Fig. 1: cell density map
Scale: 6 px per um. The die is cut into 6 by 6 equal tiles; dark blue is low, red is high, 0 to 100% covered.
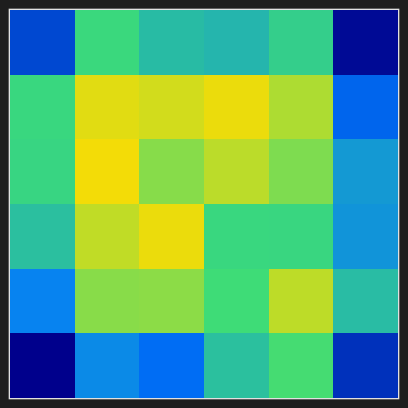
Fig. 2: placed cells, one colour a class
Scale: 6 px per um.
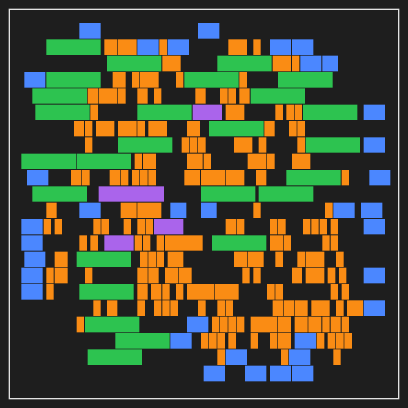
==> config.mk <==
export PLATFORM = sky130hd
export DESIGN_NAME = uart_rx_ctrl
export DESIGN_NICKNAME = d
export VERILOG_FILES = /design/src/rtl/uart_rx_pkg.sv /design/src/rtl/uart_rx_sampler.sv /design/src/rtl/uart_rx_ctrl.sv
export SDC_FILE = /design/constraint.sdc
export NUM_CORES = 1
export LEC_CHECK = 0
export ABC_AREA = 1
export CELL_PAD_IN_SITES_DETAIL_PLACEMENT = 0
export CELL_PAD_IN_SITES_GLOBAL_PLACEMENT = 1
export CORE_MARGIN = 1
export CORE_UTILIZATION = 39
export CTS_CLUSTER_DIAMETER = 100
export DETAILED_ROUTE_END_ITERATION = 12
export PLACE_DENSITY = 0.89
export SLEW_MARGIN = 40
export SYNTH_ARGS = -nofsm -noshare
export SYNTH_HDL_FRONTEND = slang
export SYNTH_SLANG_ARGS = --single-unit
export TNS_END_PERCENT = 50
==> constraint.sdc <==
create_clock -name clk -period 2.8 [get_ports clk]
set_clock_uncertainty 0.2 [all_clocks]
set_input_delay 0.28 -clock clk [delete_from_list [all_inputs] [get_ports clk]]
set_output_delay 0.28 -clock clk [all_outputs]
set_load 0.01 [all_outputs]
==> results.sh <==
# yosys + openroad results
export IMPL_top_cells_by_area="sky130_fd_sc_hd__dfrtp_1, sky130_fd_sc_hd__nand2_1, sky130_fd_sc_hd__inv_1"
export IMPL_syn_instance_count=197
export IMPL_first_global_vias=1244
export IMPL_drive_above_1_share=0.1154
export IMPL_regToRegSetupSlack_ps=1200
export IMPL_final_setup_worst_slack_ps=482.4
export IMPL_critPathSlowestCell="sky130_fd_sc_hd__clkdlybuf4s50_1"
export IMPL_post_synth_num_cell_types=28
export IMPL_dr_first_iter_drc_count=63
export IMPL_clk_latency_ps=270
export IMPL_post_cts_repair_setup_buffers=0
export IMPL_max_stage_delay_ps=530
export IMPL_detailedRoute_firstPassIterationCount=4
export IMPL_grt_busiest_layer="met2"
export IMPL_synth_main_ff_cell="sky130_fd_sc_hd__dfrtp_1"
export IMPL_synthesis_area_um2=1531
export IMPL_layout_worst_path_cycle_share=0.8277
export IMPL_post_synth_ao_oa_area_fraction=0.1013
export IMPL_rsz_0062_raised_after_global_routing="no"
export IMPL_topCombFamilyByArea="simple AND/OR/NAND/NOR gates"
export IMPL_seq_power_share=0.438
export IMPL_antenna_cells=0
export IMPL_clock_area_frac=0.03596
export IMPL_met3_length_um=154
export IMPL_p_total_mw=1.035
export IMPL_place_worst_setup_slack_ps=180.5
export IMPL_ys_top_cells_by_count="sky130_fd_sc_hd__nand2_1, sky130_fd_sc_hd__inv_1, sky130_fd_sc_hd__dfrtp_1, sky130_fd_sc_hd__nor2_1"
export IMPL_ys_flops=26
export IMPL_critical_path_cell_count=14
export IMPL_clk_path_buf_depth=2
export IMPL_route_detailed_wl_per_inst_um=10.42
export IMPL_initial_utilization=0.4121
export IMPL_layout_top_cell_excl_fill_tap="sky130_fd_sc_hd__nand2_1"
export IMPL_achievable_frequency_mhz=431.5
export IMPL_arrival_ps=2280
export IMPL_enable_flop_cells=0
export IMPL_synthesis_yosys_warnings=0
export IMPL_hold_buffers=0
export IMPL_numCtsBuffers=3
export IMPL_clockRootBuffer="sky130_fd_sc_hd__clkbuf_8"
export IMPL_non_clock_inverter_count=31
export IMPL_power_largest_group="sequential cells"
export IMPL_final_seq_area_um2=650.6
export IMPL_power_frac_clock=0.299
export IMPL_biggest_fanout_along_the_worst_timing_path=16
export IMPL_transition_at_the_pin_with_the_smallest_max_transition_slack_ps=363.3
export IMPL_chip_height_um=64.67
export IMPL_critPathTopFamily="simple AND/OR/NAND/NOR gates"
export IMPL_synthMuxAreaShare=0.007353
export IMPL_placement_cell_area_um2=1912
export IMPL_layout_cells_largest_class="logic gates"
export IMPL_wl_met2_mm=1.317
export IMPL_setup_viol_count_final=0
export IMPL_layout_top_cells="sky130_fd_sc_hd__nand2_1, sky130_fd_sc_hd__clkdlybuf4s50_1, sky130_fd_sc_hd__inv_1"
export IMPL_top_signal_layer_used="met4"
export IMPL_max_cap_violations=0
export IMPL_finalHoldWorstSlack_ps=157.9
export IMPL_wirelength_mm=2.938
export IMPL_syn_mean_instance_area_um2=7.774
export IMPL_top_area_frac=0.4248
export IMPL_startpoint_type="input port"
export IMPL_tally_of_non_filler_cells_in_the_final_layout=282
export IMPL_drtAntennaViolNets=0
export IMPL_tritoncts="done"
export IMPL_fin_setup_tns_ps=0
export IMPL_grt_start_max_net_pins=27
export IMPL_port_buffers=32
export IMPL_global_route_usage_met2=0.2684
export IMPL_synth_yosys_num_cells=197
export IMPL_critical_path_most_common_cell="sky130_fd_sc_hd__nand2_1"
export IMPL_comb_area_frac=0.3741
export IMPL_yosys_stat_chipArea_um2=1531
export IMPL_placed_cells_incl_taps=278
export IMPL_worstPathRequired_ps=2760
export IMPL_p_seq_uw=453
export IMPL_synth_xor_xnor_area_share=0.05147
export IMPL_clockNetworkPower_uw=309
export IMPL_remaining_overflow_grt=0
export IMPL_r2r_cells=6
export IMPL_worstPathCellList="clkdlybuf4s50_1 > inv_1 > ha_1 > inv_1 > nand2_1 > nand2_1 > nor2_1 > nand2_1 > nor2_4 > nand3_4 > nor2_4 > nand2_2 > nand2_1 > o21ai_2"
export IMPL_detailedPlacementHpwl_mm=2.292
export IMPL_area_delta_synth_final_pct=29.49
export IMPL_timing_final_hold_violations=0
export IMPL_gp_congestion=0.8296
export IMPL_timing_setup_critical_path_class="input port to flip-flop"
export IMPL_outcome="complete, no violations"
export IMPL_clock_sinks=26
export IMPL_grtUsageMet3=0.03169
export IMPL_post_cts_resize_count=0
export IMPL_gr_usage_met1=0.2207
export IMPL_vias=1332
export IMPL_worst_slew_margin_rel=0.7569
export IMPL_logic_area_um2=742.0
export IMPL_worstHoldPathType="input port to asynchronous set/reset pin"
export IMPL_ir_worst_vdd_v=0.0003424
export IMPL_cellLeakagePower_nw=0.9501
export IMPL_post_drt_via_cell_ratio=4.723
export IMPL_slew_viol_final=0
export IMPL_ys_async_sr_fraction=1.000
export IMPL_post_synth_top_count_cell="sky130_fd_sc_hd__nand2_1"
export IMPL_number_of_antenna_violations_at_the_first_check_in_global_routing=0
export IMPL_cts_max_level=1
export IMPL_flops=26
export IMPL_combPwrFrac=0.263
export IMPL_chip_area_um2=4182
export IMPL_global_route_wire_length_before_repair_mm=5.299
Notes on Fig. 1 above:
mean over tiles = 46%
nearly empty tiles = 5.6%
fullest tile = 74%
emptiest ninth of the die = lower left
fraction of the core area covered by cells at the end of the flow: 0.5337
standard cell core area: 3716 um2

Notes on Fig. 2 above:
flops -> green  # cells 26
other buffers and delay cells -> blue  # cells 35
clock drivers and dummy loads -> purple  # cells 4
all other logic -> orange  # cells 169
Finished Cell Area: 1983 um2
Cell Rows: 22
flop share of the area: 0.3281

